===== src/rtl/encoder_pkg.sv =====
// Shared widths and reset value for the 8-to-3 priority encoder.
// Latency: n/a (declarations only).
// Backpressure: n/a.
package encoder_pkg;
  localparam int IN_W  = 8;
  localparam int OUT_W = 3;
  localparam logic [OUT_W-1:0] IDX_RST = 3'b000;
endpackage


===== src/rtl/encoder_8to3_core.sv =====
// Combinational 8-to-3 priority encoder; bit 7 has the highest priority.
// Latency: zero (purely combinational).
// Backpressure: none; the output follows the input vector.
module encoder_8to3_core
  import encoder_pkg::*;
(
  input  logic [IN_W-1:0]  i_vec,
  output logic [OUT_W-1:0] o_idx,
  output logic             o_nz,
  output logic             o_multi
);

  // Highest-bit-first priority chain; an all-zero vector yields the reset index.
  always_comb begin
    o_idx = IDX_RST;
    casez (i_vec)
      8'b1???????: o_idx = 3'd7;
      8'b01??????: o_idx = 3'd6;
      8'b001?????: o_idx = 3'd5;
      8'b0001????: o_idx = 3'd4;
      8'b00001???: o_idx = 3'd3;
      8'b000001??: o_idx = 3'd2;
      8'b0000001?: o_idx = 3'd1;
      default:     o_idx = IDX_RST;
    endcase
  end

  assign o_nz = |i_vec;

  // Clearing the lowest set bit leaves something behind only if two or more bits were set.
  assign o_multi = |(i_vec & (i_vec - IN_W'(1)));

endmodule


===== src/rtl/encoder_8to3.sv =====
// Registered 8-to-3 priority encoder with enable, valid and multiple-request flags.
// Latency: one cycle from sampling edge to outputs.
// Backpressure: none; a new result every cycle, no handshake.
module encoder_8to3
  import encoder_pkg::*;
(
  input  logic             clk,
  input  logic             rst_n,
  input  logic             en,
  input  logic [IN_W-1:0]  i,
  output logic [OUT_W-1:0] y,
  output logic             valid,
  output logic             multi
);

  logic [IN_W-1:0]  w_gated;
  logic [OUT_W-1:0] w_idx;
  logic             w_nz;
  logic             w_multi;

  logic [OUT_W-1:0] r_y;
  logic             r_valid;
  logic             r_multi;

  // Gate before the priority logic so an unknown request vector cannot reach the flops while disabled.
  assign w_gated = i & {IN_W{en}};

  encoder_8to3_core u_core (
    .i_vec   (w_gated),
    .o_idx   (w_idx),
    .o_nz    (w_nz),
    .o_multi (w_multi)
  );

  // Output registers: cleared asynchronously on reset, otherwise capture the encode result.
  always_ff @(posedge clk or negedge rst_n) begin
    if (!rst_n) begin
      r_y     <= IDX_RST;
      r_valid <= 1'b0;
      r_multi <= 1'b0;
    end else begin
      r_y     <= w_idx;
      r_valid <= w_nz;
      r_multi <= w_multi;
    end
  end

  assign y     = r_y;
  assign valid = r_valid;
  assign multi = r_multi;

endmodule


===== config.mk =====
export PLATFORM = sky130hd
export DESIGN_NAME = encoder_8to3
export DESIGN_NICKNAME = d
export VERILOG_FILES = /design/src/rtl/encoder_pkg.sv /design/src/rtl/encoder_8to3_core.sv /design/src/rtl/encoder_8to3.sv
export SDC_FILE = /design/constraint.sdc
export NUM_CORES = 1
export LEC_CHECK = 0
export CAP_MARGIN = 40
export CORE_AREA = 2 2 39 41
export DETAILED_ROUTE_END_ITERATION = 6
export DIE_AREA = 0 0 41 43
export GPL_TIMING_DRIVEN = 0
export SLEW_MARGIN = 25
export SYNTH_ARGS = -nofsm -noshare
export SYNTH_HDL_FRONTEND = slang
export SYNTH_SLANG_ARGS = --single-unit

===== constraint.sdc =====
create_clock -name clk -period 0.8 [get_ports clk]
set_clock_uncertainty 0.05 [all_clocks]
set_input_delay 0.12 -clock clk [delete_from_list [all_inputs] [get_ports clk]]
set_output_delay 0.12 -clock clk [all_outputs]
set_load 0.01 [all_outputs]

run_1/logic_types.png
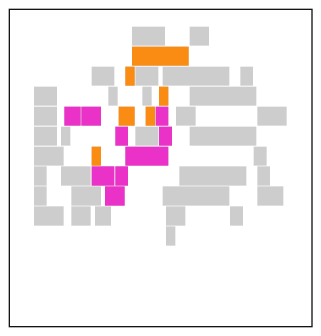
- orange: nor cells (cells 6; most used nor2_1)
- magenta: aoi and oai cells (cells 9)

run_1/layer_met2.png
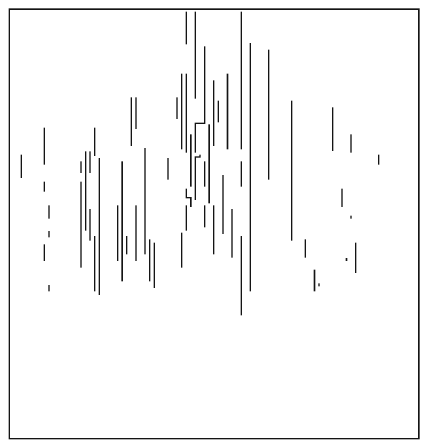
- share of all routed wire: 49%
- main direction: vertical
- nets with wire on the layer: 51
- wire length on this layer: 301 um

run_1/sizes.png
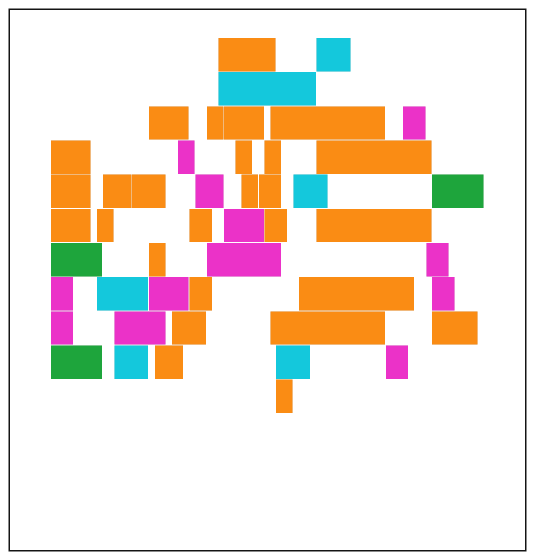
- cyan: _3 and _4 cells (cells 6)
- green: _6 and larger (cells 3)
- orange: _0 and _1 cells (cells 27)
- magenta: _2 cells (cells 12)
Non-Clock Buffer Count: 16
Final Instance Area: 467 sq um
Worst Slack Setup Final: -259 ps
area grow syn2layout: 75.1%

## run 1: cells by family after synthesis
group           after synthesis
buf+inv                       2
simple gates                  9
fa+ha+maj                     1
flops                         5
compound gates               11
## run 1: power groups by stage
stage          logic [W]  clock network [W]  registers [W]
2_1_floorplan  0.0000440                  0       0.000287
3_3_place_gp    0.000162                  0       0.000277
3_5_place_dp    0.000163                  0       0.000277
4_1_cts         0.000147           0.000299       0.000272
5_1_grt         0.000173           0.000304       0.000274
6_report        0.000155           0.000282       0.000273
## run 1: synth_stat cells (2+ instances only)
cell / instances
a21oi_1: 2
dfrtp_1: 5
inv_1: 2
nor2_1: 5
o21ai_0: 2
## run 1: routing by layer
metal	routed length [um]	vias up	GRT usage [%]
met3	60	0	0
met5	0	-	0
met4	0	0	8.00
met1	251	131	10.0
met2	301	13	10.6
li1	-	144	-
==> impl_metrics.tcl, run 1 <==
# flow metrics
set metrics [dict create \
    warnings 29 \
    worst_pin_slew_ps 277 \
    setup-violations-final 6 \
    drt-pass1-iter-count 1 \
    ys_top_logic_family "AND-OR/OR-AND gates" \
    sh_comb_area_pct 34.0 \
    nNetsFinal 60 \
    fillCellCount 167 \
    numCtsBuffers 3 \
    edf_count 0 \
    layout-drive-gt1-share_pct 43.8 \
    io_buffers 15 \
    netSwitchingPower_w 0.000174 \
    endpoint "multi$_DFF_PN0_" \
    fp_util_pct 19.3 \
    area_leaders "dfrtp_1 (47%), nor2_1 (7.0%), maj3_2 (4.2%)" \
    coreArea_sq_mm 0.00138 \
    combPwrFrac_pct 21.8 \
    swShare_pct 24.5 \
    clock-sinks 5 \
    p_seq_share_pct 38.5 \
    taps 16 \
    cp_top_family "simple AND/OR/NAND/NOR gates" \
    outcome "finished with violations" \
    internal_power_w 0.000536 \
    synthArstFlopShare_pct 100 \
    yosysWarningCount 0 \
    yosysCellCount 28 \
    mux_area_share_pct 0 \
    path_max_fanout 2 \
    grt.overflow.total 0 \
    htreeDepth 1 \
    combGateArea_sq_um 159 \
    start_kind "input pin" \
    path_class "in -> reg" \
    fin_ws_ps -259 \
    violations "setup timing" \
    postCtsResizedCells 42 \
    post_dp_cell_area_sq_um 437 \
    relSlewSlack_pct 81.4 \
    slowest_delay_ps 370 \
    grt_pass1_vias 250 \
    path_cells "buf_6 > or3_4 > maj3_2 > o21ai_2 > a41oi_2" \
    finalSetupTns_ps -673 \
]
run_1/placement_by_type.png
The bar under the picture is 10 um long. Fill, decap, tap and diode cells in gray.
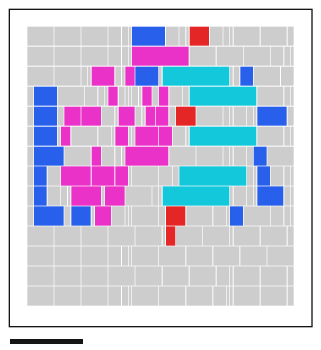

==> run 1 -> run 2 <==
GPL_TIMING_DRIVEN = default   (was 0)
clock period = 1.07 ns   (was 0.8 ns; I/O delays follow)
run_2/placement_by_type.png
The bar under the picture is 10 um long. Fill, decap, tap and diode cells in gray.
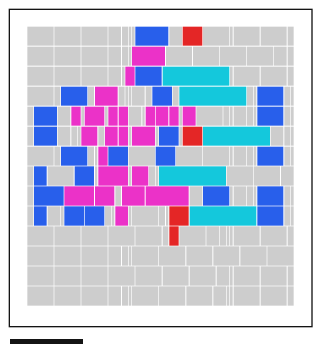
- blue: remaining buffers and delay cells (cells 22)
- red: clock drivers and dummy loads (cells 4)
- cyan: sequential cells (cells 5)
- magenta: combinational and other logic (cells 23)
Seq/total area: 24.0%
Std-Cell Rows: 14

run_2/logic_types.png
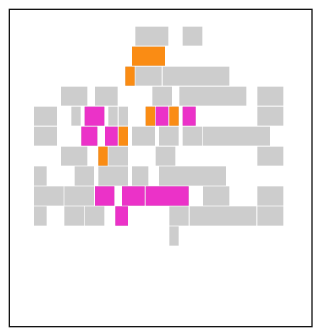
- magenta: aoi and oai cells (cells 9; most used a21oi_1)
- orange: nor cells (cells 6; most used nor2_1)

==> run 2 against run 1 <==
  * The run still ends with setup timing left
  * Core utilization grew 3.9 points
  * Clock power shrank 25%
  * Global-route usage grew 0.50 points
  * Sequential share of layout area shrank 2.8 points
  * Synthesized cell count is the same
  * Final cell count grew 9.4%
  * Count of clock-buffer cells in the layout is the same
  * Area after synthesis is the same
  * Critical path depth is the same
  * Via count grew 8.7%
  * Largest cell class is now non-clock buffers
  * Highest routed layer unchanged
==> impl_metrics.tcl, run 2 <==
# flow metrics
set metrics [dict create \
    violations "setup timing" \
    yosysWarningCount 0 \
    area_leaders "dfrtp_1 (47%), nor2_1 (7.0%), maj3_2 (4.2%)" \
    outcome "finished with violations" \
    grt.overflow.total 0 \
    wl_met3_um 55 \
    internal_power_w 0.000418 \
    drt-pass1-iter-count 4 \
    top_layer_used "met3" \
    sh_comb_area_pct 28.4 \
    fillCellCount 152 \
    fin_ws_ps -22.0 \
    path_max_fanout 2 \
    wl_met2_um 313 \
    met1_usage_pct 9.39 \
    combGateArea_sq_um 148 \
    slowest_delay_ps 380 \
    start_kind "input pin" \
    path_cells "buf_6 > or3_4 > maj3_2 > o21ai_2 > a41oi_2" \
    netSwitchingPower_w 0.000131 \
    nNetsFinal 66 \
    fin_area_sq_um 520 \
    worst_pin_slew_ps 292 \
    cp_top_family "simple AND/OR/NAND/NOR gates" \
    warnings 29 \
    path_class "in -> reg" \
    setup-violations-final 1 \
    clock-sinks 5 \
    layout-drive-gt1-share_pct 35.2 \
    use_met3_pct 1.05 \
    coreArea_sq_mm 0.00138 \
    relSlewSlack_pct 80.4 \
    yosysCellCount 28 \
    numCtsBuffers 3 \
]
run 2: cell counts after synthesis:
Identical to the previous run, type by type.
run 2: path summary, 6_finish.rpt:
check                      startpoint              end  slack [ps]
worst max-delay path             i[2]  multi$_DFF_PN0_         -20
min in group clk                 i[7]   y[2]$_DFF_PN0_         230
max in group asynchronous       rst_n   y[1]$_DFF_PN0_         700
worst min-delay path            rst_n  valid$_DFF_PN0_          90
run 2: power groups by stage:
stage	Clock [W]	Combinational [W]	Sequential [W]
global route	0.000232	0.000145	0.000205
detailed placement	0	0.000140	0.000207
CTS	0.000224	0.000131	0.000205
finish	0.000212	0.000132	0.000204
global placement	0	0.000139	0.000207
floorplan	0	0.0000329	0.000214
run 2: what timing repair did:
action	CTS	global route
pin swaps	4	3
gates resized	26	3
endpoints found under the setup margin	8	2
Power figures rest on the tool's default switching activity, not on a simulated workload.
